Fig. 1: run 1, the clock network
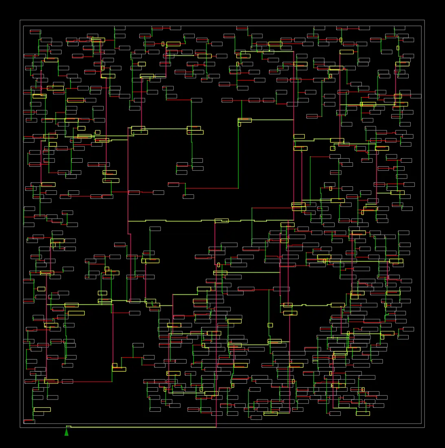
Fig. 2: run 1, metal 1
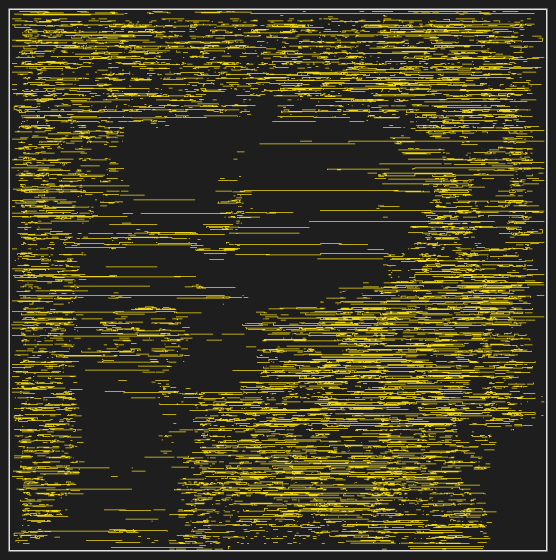
Fig. 3: run 1, placed cells, one colour a class
Fill, decap, tap and diode cells in grey.
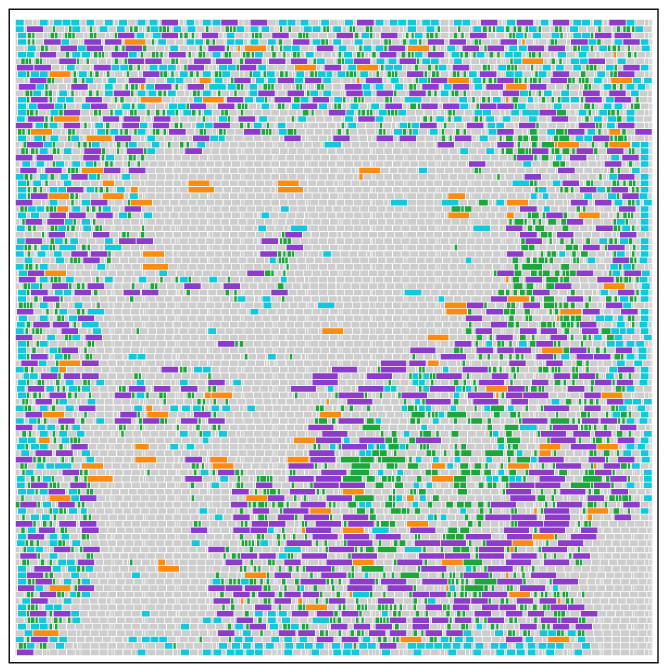
## src/rtl/dram_ring_writer_if.sv

```systemverilog
// Sample-word stream into the DRAM ring writer.
// Producer drives the word; the writer returns in_ready.
interface dram_ring_writer_if;
    logic         in_valid;
    logic         in_ready;
    logic [2:0]   in_board;
    logic [6:0]   in_channel;
    logic [255:0] in_data;

    modport master (
        output in_valid, in_board, in_channel, in_data,
        input  in_ready
    );

    modport slave (
        input  in_valid, in_board, in_channel, in_data,
        output in_ready
    );
endinterface

```

## src/rtl/dram_ring_writer.sv

```systemverilog
// Write side of the triggered readout: per-board ring offsets, trigger snapshot.
// FREEZE_ON_TRIGGER_EN: block new words while the trigger holdoff runs.
module dram_ring_writer #(
    parameter int NUM_BOARDS         = 8,
    parameter int CHANNELS_PER_BOARD = 125,
    parameter int CHANNEL_OFFSET_LEN = 14,
    parameter int BOARDS_X_OFFSETS   = CHANNEL_OFFSET_LEN * NUM_BOARDS,
    parameter int HOLDOFF_CYCLES     = 1000000
) (
    input  logic                          clk,
    input  logic                          rst_n,
    dram_ring_writer_if.slave             in_if,
    output logic                          DRAM_Write_Enable,
    output logic [CHANNEL_OFFSET_LEN+10:0] DRAM_Write_Addr,
    output logic [255:0]                  DRAM_Write_Data,
    input  logic                          DRAM_Write_Ready,
    input  logic                          trig_in,
    input  logic [15:0]                   trig_time_stamp,
    output logic                          triggering_status,
    output logic [15:0]                   triggering_time_stamp,
    output logic [BOARDS_X_OFFSETS-1:0]   prev_channel_offsets,
    output logic                          holdoff_active,
    output logic [7:0]                    err_count
);

    localparam int CW = $clog2(HOLDOFF_CYCLES + 1);
    localparam logic [CHANNEL_OFFSET_LEN-1:0] OFF_ONE = 1;
    localparam logic [CW-1:0] CNT_LOAD = CW'(HOLDOFF_CYCLES - 1);
    localparam logic [CW-1:0] CNT_ONE  = 1;

    typedef enum logic [1:0] {
        ARMED,
        FIRE,
        HOLDOFF
    } state_t;

    state_t  state_q, state_d;
    logic [CW-1:0] cnt_q, cnt_d;

    logic [CHANNEL_OFFSET_LEN-1:0] offset_q [NUM_BOARDS];
    logic [CHANNEL_OFFSET_LEN-1:0] cur_off;
    logic [BOARDS_X_OFFSETS-1:0]   snap_now;

    logic accept;
    logic legal;
    logic last_ch;
    logic base_ready;

    assign cur_off = offset_q[in_if.in_board];
    assign legal   = (int'(in_if.in_board) < NUM_BOARDS) &&
                     (int'(in_if.in_channel) < CHANNELS_PER_BOARD);
    assign last_ch = int'(in_if.in_channel) == CHANNELS_PER_BOARD - 1;

    assign base_ready = !DRAM_Write_Enable || DRAM_Write_Ready;

`ifdef FREEZE_ON_TRIGGER_EN
    assign in_if.in_ready = base_ready && (state_q != HOLDOFF);
`else
    assign in_if.in_ready = base_ready;
`endif

    assign accept = in_if.in_valid && in_if.in_ready;

    always_comb begin
        snap_now = '0;
        for (int i = 0; i < NUM_BOARDS; i++) begin
            snap_now[i*CHANNEL_OFFSET_LEN +: CHANNEL_OFFSET_LEN] = offset_q[i];
        end
    end

    // Holding register; an illegal word still frees the slot.
    always_ff @(posedge clk) begin
        if (!rst_n) begin
            DRAM_Write_Enable <= 1'b0;
            DRAM_Write_Addr   <= '0;
            DRAM_Write_Data   <= '0;
        end else if (accept && legal) begin
            DRAM_Write_Enable <= 1'b1;
            DRAM_Write_Addr   <= {1'b0, in_if.in_board, in_if.in_channel, cur_off};
            DRAM_Write_Data   <= in_if.in_data;
        end else if (DRAM_Write_Ready) begin
            DRAM_Write_Enable <= 1'b0;
        end
    end

    always_ff @(posedge clk) begin
        if (!rst_n) begin
            for (int i = 0; i < NUM_BOARDS; i++) begin
                offset_q[i] <= '0;
            end
        end else if (accept && legal && last_ch) begin
            offset_q[in_if.in_board] <= cur_off + OFF_ONE;
        end
    end

    always_ff @(posedge clk) begin
        if (!rst_n) begin
            err_count <= '0;
        end else if (accept && !legal && err_count != 8'hFF) begin
            err_count <= err_count + 8'd1;
        end
    end

    always_ff @(posedge clk) begin
        if (!rst_n) begin
            state_q <= ARMED;
            cnt_q   <= '0;
        end else begin
            state_q <= state_d;
            cnt_q   <= cnt_d;
        end
    end

    always_comb begin
        state_d = state_q;
        cnt_d   = cnt_q;
        unique case (state_q)
            ARMED: begin
                if (trig_in) state_d = FIRE;
            end
            FIRE: begin
                cnt_d   = CNT_LOAD;
                state_d = HOLDOFF;
            end
            HOLDOFF: begin
                if (cnt_q == '0) state_d = ARMED;
                else             cnt_d   = cnt_q - CNT_ONE;
            end
            default: state_d = ARMED;
        endcase
    end

    assign triggering_status = (state_q == FIRE);
    assign holdoff_active    = (state_q == HOLDOFF);

    // Registered offsets give the pre-increment view on a coincident trigger.
    always_ff @(posedge clk) begin
        if (!rst_n) begin
            prev_channel_offsets  <= '0;
            triggering_time_stamp <= '0;
        end else if (state_q == ARMED && trig_in) begin
            prev_channel_offsets  <= snap_now;
            triggering_time_stamp <= trig_time_stamp;
        end
    end

endmodule

```

## src/flat_wrapper.sv

```systemverilog
// flat-port wrapper written by rule: the top's interface ports become plain ports
module dram_ring_writer_flat 
#(
    parameter int NUM_BOARDS         = 8,
    parameter int CHANNELS_PER_BOARD = 125,
    parameter int CHANNEL_OFFSET_LEN = 14,
    parameter int BOARDS_X_OFFSETS   = CHANNEL_OFFSET_LEN * NUM_BOARDS,
    parameter int HOLDOFF_CYCLES     = 1000000
)
  (clk, rst_n, DRAM_Write_Enable, DRAM_Write_Addr, DRAM_Write_Data, DRAM_Write_Ready, trig_in, trig_time_stamp, triggering_status, triggering_time_stamp, prev_channel_offsets, holdoff_active, err_count, in_if_in_valid, in_if_in_board, in_if_in_channel, in_if_in_data, in_if_in_ready);
  dram_ring_writer_if in_if_i ();
  input  logic clk;
  input  logic rst_n;
  output logic DRAM_Write_Enable;
  output logic [CHANNEL_OFFSET_LEN+10:0] DRAM_Write_Addr;
  output logic [255:0] DRAM_Write_Data;
  input  logic DRAM_Write_Ready;
  input  logic trig_in;
  input  logic [15:0] trig_time_stamp;
  output logic triggering_status;
  output logic [15:0] triggering_time_stamp;
  output logic [BOARDS_X_OFFSETS-1:0] prev_channel_offsets;
  output logic holdoff_active;
  output logic [7:0] err_count;
  input wire logic [$bits(in_if_i.in_valid)-1:0] in_if_in_valid;
  input wire logic [$bits(in_if_i.in_board)-1:0] in_if_in_board;
  input wire logic [$bits(in_if_i.in_channel)-1:0] in_if_in_channel;
  input wire logic [$bits(in_if_i.in_data)-1:0] in_if_in_data;
  output wire logic [$bits(in_if_i.in_ready)-1:0] in_if_in_ready;
  assign in_if_i.in_valid = in_if_in_valid;
  assign in_if_i.in_board = in_if_in_board;
  assign in_if_i.in_channel = in_if_in_channel;
  assign in_if_i.in_data = in_if_in_data;
  assign in_if_in_ready = in_if_i.in_ready;
  dram_ring_writer #(.NUM_BOARDS(NUM_BOARDS), .CHANNELS_PER_BOARD(CHANNELS_PER_BOARD), .CHANNEL_OFFSET_LEN(CHANNEL_OFFSET_LEN), .BOARDS_X_OFFSETS(BOARDS_X_OFFSETS), .HOLDOFF_CYCLES(HOLDOFF_CYCLES)) u_core (.clk(clk), .rst_n(rst_n), .in_if(in_if_i), .DRAM_Write_Enable(DRAM_Write_Enable), .DRAM_Write_Addr(DRAM_Write_Addr), .DRAM_Write_Data(DRAM_Write_Data), .DRAM_Write_Ready(DRAM_Write_Ready), .trig_in(trig_in), .trig_time_stamp(trig_time_stamp), .triggering_status(triggering_status), .triggering_time_stamp(triggering_time_stamp), .prev_channel_offsets(prev_channel_offsets), .holdoff_active(holdoff_active), .err_count(err_count));
endmodule
```

## config.mk

```make
export PLATFORM = sky130hd
export DESIGN_NAME = dram_ring_writer_flat
export DESIGN_NICKNAME = d
export VERILOG_FILES = /design/src/rtl/dram_ring_writer_if.sv /design/src/rtl/dram_ring_writer.sv /design/src/flat_wrapper.sv
export SDC_FILE = /design/constraint.sdc
export NUM_CORES = 1
export LEC_CHECK = 0
export CAP_MARGIN = 30
export CORE_AREA = 2 2 272 274
export DETAILED_ROUTE_END_ITERATION = 7
export DIE_AREA = 0 0 274 276
export SYNTH_ARGS = -nofsm -noshare
export SYNTH_HDL_FRONTEND = slang
export SYNTH_SLANG_ARGS = --single-unit
```

## constraint.sdc

```tcl
create_clock -name clk -period 3.5 [get_ports clk]
set_input_delay 0.7 -clock clk [delete_from_list [all_inputs] [get_ports clk]]
set_output_delay 0.7 -clock clk [all_outputs]
set_load 0.01 [all_outputs]
```

==> summary.txt, run 1 <==
flow finished, numbers: status finished clean, crit-path max FO 12, Buffers & Inverters on Critical Path 2, worst-path cell chain nand2b_1 > inv_1 > clkdlybuf4s50_1, Ys Warns 0, cells in synth_stat.txt 2,316, DP Worst Slack -0.0133 ns, FF-to-FF End u_core.offset_q[0][13]$_SDFFCE_PN0P_, Hold Path Origin u_core.triggering_time_stamp[1]$_SDFFE_PN0P_, register-to-register path setup slack 0.98 ns, Cell Area, Synth 20,600 µm², mi-comb count 1,590, Crit Path Category register to primary output, Setup WS post-layout 0.448 ns, Post-synth seq share 58.9%, Vias 19,000, relative slew slack 52.5%, fp util 28.4%, Post-synth ARST share 0%, Worst Hold End u_core.triggering_time_stamp[1]$_SDFFE_PN0P_, DRT Wirelength 86.7 mm, gpl congestion 0.937
Back to the opening pictures, Fig. 1:
insertion delay to the later sink of the worst-skew pair: 0.61 ns
Clock Skew: 0.0167 ns
number of clock buffers in the layout: 93
FF+latch count: 551

Back to the opening pictures, Fig. 2:
The layer holds 40% of the routed length. The layer carries 34.6 mm of wire. The longest straight run is 145 µm. The wires run mostly horizontal. 3,046 nets have wire on it.

Back to the opening pictures, Fig. 3:
Orange stands for clock drivers and dummy loads, cells 117. Purple stands for flip-flops, cells 551. Cyan stands for other buffers and delay cells, cells 812. Green stands for all other logic, cells 1,601.

run 1: registers in the layout, summed over array words and instances (netlist names):
signal	count
u_core.err_count	8
u_core.DRAM_Write_Enable	1
u_core.DRAM_Write_Addr	24
u_core.triggering_time_stamp	16
u_core.offset_q	112
u_core.state_q	2
u_core.prev_channel_offsets	112
u_core.DRAM_Write_Data	256
u_core.cnt_q	20
run 1: how the worst max path moves through the flow:
stage,slack [ns],end,startpoint
after floorplan,0.40,u_core.offset_q[0][10]$_SDFFCE_PN0P_,in_if_in_board[1]
after global placement,0.02,u_core.offset_q[5][12]$_SDFFCE_PN0P_,in_if_in_board[2]
after detailed placement,-0.01,u_core.offset_q[0][13]$_SDFFCE_PN0P_,in_if_in_board[2]
after CTS,0.38,triggering_status,u_core.state_q[1]$_SDFFE_PN0P_
after global routing,0.30,triggering_status,u_core.state_q[1]$_SDFFE_PN0P_
final,0.45,triggering_status,u_core.state_q[1]$_SDFFE_PN0P_
run 1: power breakdown:
part           switching [W]  total [W]  internal [W]
Sequential          0.000238    0.00706       0.00682
Clock                0.00289    0.00716       0.00427
Combinational        0.00120    0.00238       0.00117
Total                0.00433     0.0166        0.0123
run 1: metal layers:
layer  GRT usage, %  up-vias  part of all wire, %
met5              0        -                0.013
met4           6.27        2                  2.3
met3           5.47      117                  7.7
met2           38.8      709                   50
met1           27.1     9059                   40
li1               -     9114                    -
run 1: cells in the final DEF, fill, tap and decap left out, types with 8 or more instances in the layout:
cell             count
clkdlybuf4s50_1    703
xnor2_1              9
and3_1               8
a211oi_1            22
nor3_1              24
nor2_1             147
edfxtp_1           112
a21boi_0            38
nand2_1            820
inv_1               10
clkbuf_16           69
a21oi_1            369
buf_12              22
dfxtp_1            439
mux4_2              13
nand3_1              8
buf_4               84
mux2i_1             17
clkbuf_1            17
run 1: cell usage after synthesis (all sizes together), types with 3 or more instances:
cell | count | area [µm²]
nand2 | 823 | 3090
dfxtp | 439 | 8790
a21oi | 370 | 1860
nor2 | 148 | 556
clkbuf | 140 | 526
edfxtp | 112 | 3360
a21boi | 38 | 285
nor3 | 26 | 140
a211oi | 25 | 203
buf | 24 | 154
mux2i | 18 | 184
mux4 | 15 | 345
xnor2 | 15 | 176
inv | 11 | 41.3
and2 | 8 | 50.1
and3 | 8 | 50.1
nand3 | 8 | 40.0
mux2 | 7 | 78.8
nor4 | 7 | 73.8
o21ai | 7 | 35.0
xor2 | 7 | 61.3
nand2b | 6 | 37.5
nand3b | 5 | 37.5
ha | 4 | 50.1
a2111oi | 3 | 57.6
and2b | 3 | 22.5
nor3b | 3 | 22.5
or3 | 3 | 23.8
run 1: worst min-delay path, cell delays in order (launching register included):
cell     delay, ns
dfxtp_1       0.30
nand2_1       0.05
a21oi_1       0.05
run 1: cells by family after synthesis:
group	count (synthesis)	share of synthesized area, %
AND-OR/OR-AND	463	12.6
other	1	0.0182
adder cells (fa/ha/maj)	4	0.242
AND/OR/NAND/NOR	1060	20.6
flip-flops	551	58.9
XOR/XNOR	22	1.15
multiplexers	40	2.95
buffers and inverters	175	3.49
Fig. 4: run 1, signal metal coverage by tile
The bar under the picture is 100 µm long. 27 x 28 tiles, from dark blue (low) to red (high), scaled to the fullest tile. Values are wire area over tile area, all layers added.
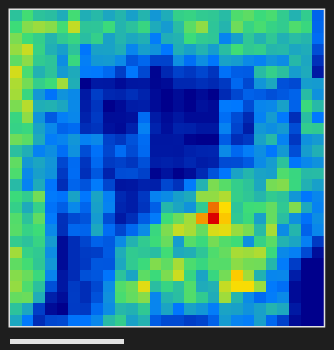

==> run 1 -> run 2 <==
GPL_ROUTABILITY_DRIVEN = 0   (was unset)
HOLD_SLACK_MARGIN = 0.15   (was unset)
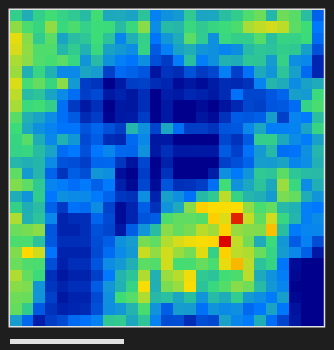
Fig. 5. Signal metal coverage by tile (run 2).
The bar under the picture is 100 µm long. 27 x 28 tiles, from dark blue (low) to red (high), scaled to the fullest tile. Values are wire area over tile area, all layers added.
The mean over all tiles is 0.18. The densest ninth of the die: bottom centre. 5.4% of the tiles are nearly empty.

==> summary.txt, run 2 <==
flow finished, numbers: FF-to-FF End u_core.offset_q[7][13]$_SDFFCE_PN0P_, register-to-register path setup slack 0.96 ns (-0.02 ns), worst-path cell chain nand2b_1 > inv_1 > clkdlybuf4s50_1, status finished clean, fmax 322 MHz, clk slew on worst S/H paths 0.06 ns, Ys Warns 0 (unchanged), Vias 18,800 (-0.98%), worst setup path start u_core.state_q[1]$_SDFFE_PN0P_, fraction of layout cells with a size suffix above 1 7.96%, area share of the largest cell type after synthesis 42.6% (unchanged), Clock Skew 0.0277 ns (+0.0110 ns), Clk network pwr share 40.6% (-2.5 points), Yosys top cell by area dfxtp_1, Net Sw Power 0.00417 W (-3.8%), Largest regs u_core.DRAM_Write_Data x256, u_core.offset_q x112, u_core.prev_channel_offsets x112, relative slew slack 55.2% (+2.7 points), port buffer count 706, # DRC 0, fp util 28.4% (unchanged), Post-synth ARST share 0% (unchanged), Post-synth seq share 58.9% (unchanged), insertion delay to the later sink of the worst-skew pair 0.64 ns (+0.03 ns), # IOs 708, crit-path max FO 12 (unchanged), initial antenna violation count 6, VDD IR max 0.000361 V, synth cell count leaders 821 x nand2_1, 439 x dfxtp_1, 369 x a21oi_1, Buffers & Inverters on Critical Path 2 (unchanged), DRT Wirelength 85.6 mm (-1.2%), Cell Area, Synth 20,600 µm² (unchanged), Crit Path Category register to primary output, Sequential Power Share 44.5% (+2.0 points), Switching Share 26.3% (+0.19 points), number of flip-flops under the largest register name 256 (unchanged), most flop-heavy register u_core.DRAM_Write_Data, most instantiated logic cells after routing 820 x nand2_1, 703 x clkdlybuf4s50_1, 439 x dfxtp_1, 369 x a21oi_1, 147 x nor2_1, Worst Hold End u_core.DRAM_Write_Addr[21]$_SDFFE_PN0P_, cell internal pwr 0.0117 W (-4.7%), Hold Path Origin u_core.DRAM_Write_Addr[21]$_SDFFE_PN0P_, cells in synth_stat.txt 2,316 (unchanged), synth top area cells dfxtp_1 43%, edfxtp_1 16%, nand2_1 15%, a21oi_1 8.9%, nor2_1 2.7%, Synth top cell by count nand2_1
## run 2: cell types whose count changed in the layout (fill, tap and decap cells not counted), sizes merged
cell,before,now
clkbuf,93,84
bufinv,6,5
inv,17,14
clkinvlp,2,1
diode,3,1
clkinv,10,19
buf,109,100
## run 2: worst reg2reg max path: stages (launching register included)
cell and delay (ns):
edfxtp_1 0.52, mux2_2 0.32, a221oi_1 0.29, o22ai_1 0.15, buf_4 0.19, and2_1 0.21
nand2_2 0.17, o31a_1 0.34, nor3_1 0.09
## run 2: kinds of logic after synthesis
group                      synth area share, %
and+or+nand+nor                           20.6
DFF                                       58.9
AOI/OAI and AO/OA                         12.6
buffers and inverters                     3.49
muxes                                     2.95
xor gates and xnor gates                  1.15
adders and majority gates                0.242
other                                   0.0182
## run 2: area by class of cell
class / instances / area share [%]
Tap cell: 959 / 3.85
Clock inverter: 28 / 1.01
Multi-Input combinational cell: 1590 / 25.0
Inverter: 11 / 0.157
Clock buffer: 84 / 5.36
Antenna cell: 1 / 0.00803
Timing Repair Buffer: 803 / 25.6
Sequential cell: 551 / 39.0
## run 2: worst max-delay path by stage
stage,depth (start not counted),slack [ns],end
after floorplan,13,0.40,u_core.offset_q[0][10]$_SDFFCE_PN0P_
after detailed placement,10,-0.04,u_core.offset_q[0][6]$_SDFFCE_PN0P_
after CTS,3,0.34,triggering_status
after global routing,3,0.25,triggering_status
after global placement,10,0.06,u_core.offset_q[3][6]$_SDFFCE_PN0P_
final,3,0.39,triggering_status
## run 2: routing by layer
metal / routed length, µm / track usage [%] / vias up
met5: 34 / 0 / -
met4: 1950 / 5.70 / 6
met3: 6990 / 5.98 / 105
met2: 43000 / 38.3 / 680
met1: 33700 / 26.1 / 8935
li1: - / - / 9089
## run 2: metrics by stage
step,total power (W),setup WS [ns]
2_1_floorplan,0.00810,0.401
3_3_place_gp,0.00954,0.0604
3_5_place_dp,0.00955,-0.0360
4_1_cts,0.0160,0.335
5_1_grt,0.0165,0.254
6_report,0.0158,0.390
## run 2: power groups by stage
| stage | Clock, W | Sequential [W] | Combinational [W] |
|---|---|---|---|
| 6_report | 0.00644 | 0.00705 | 0.00236 |
| 2_1_floorplan | 0 | 0.00724 | 0.000855 |
| 4_1_cts | 0.00660 | 0.00705 | 0.00238 |
| 5_1_grt | 0.00687 | 0.00709 | 0.00253 |
| 3_3_place_gp | 0 | 0.00718 | 0.00236 |
| 3_5_place_dp | 0 | 0.00718 | 0.00237 |
Power is estimated from default activity; no workload was simulated.
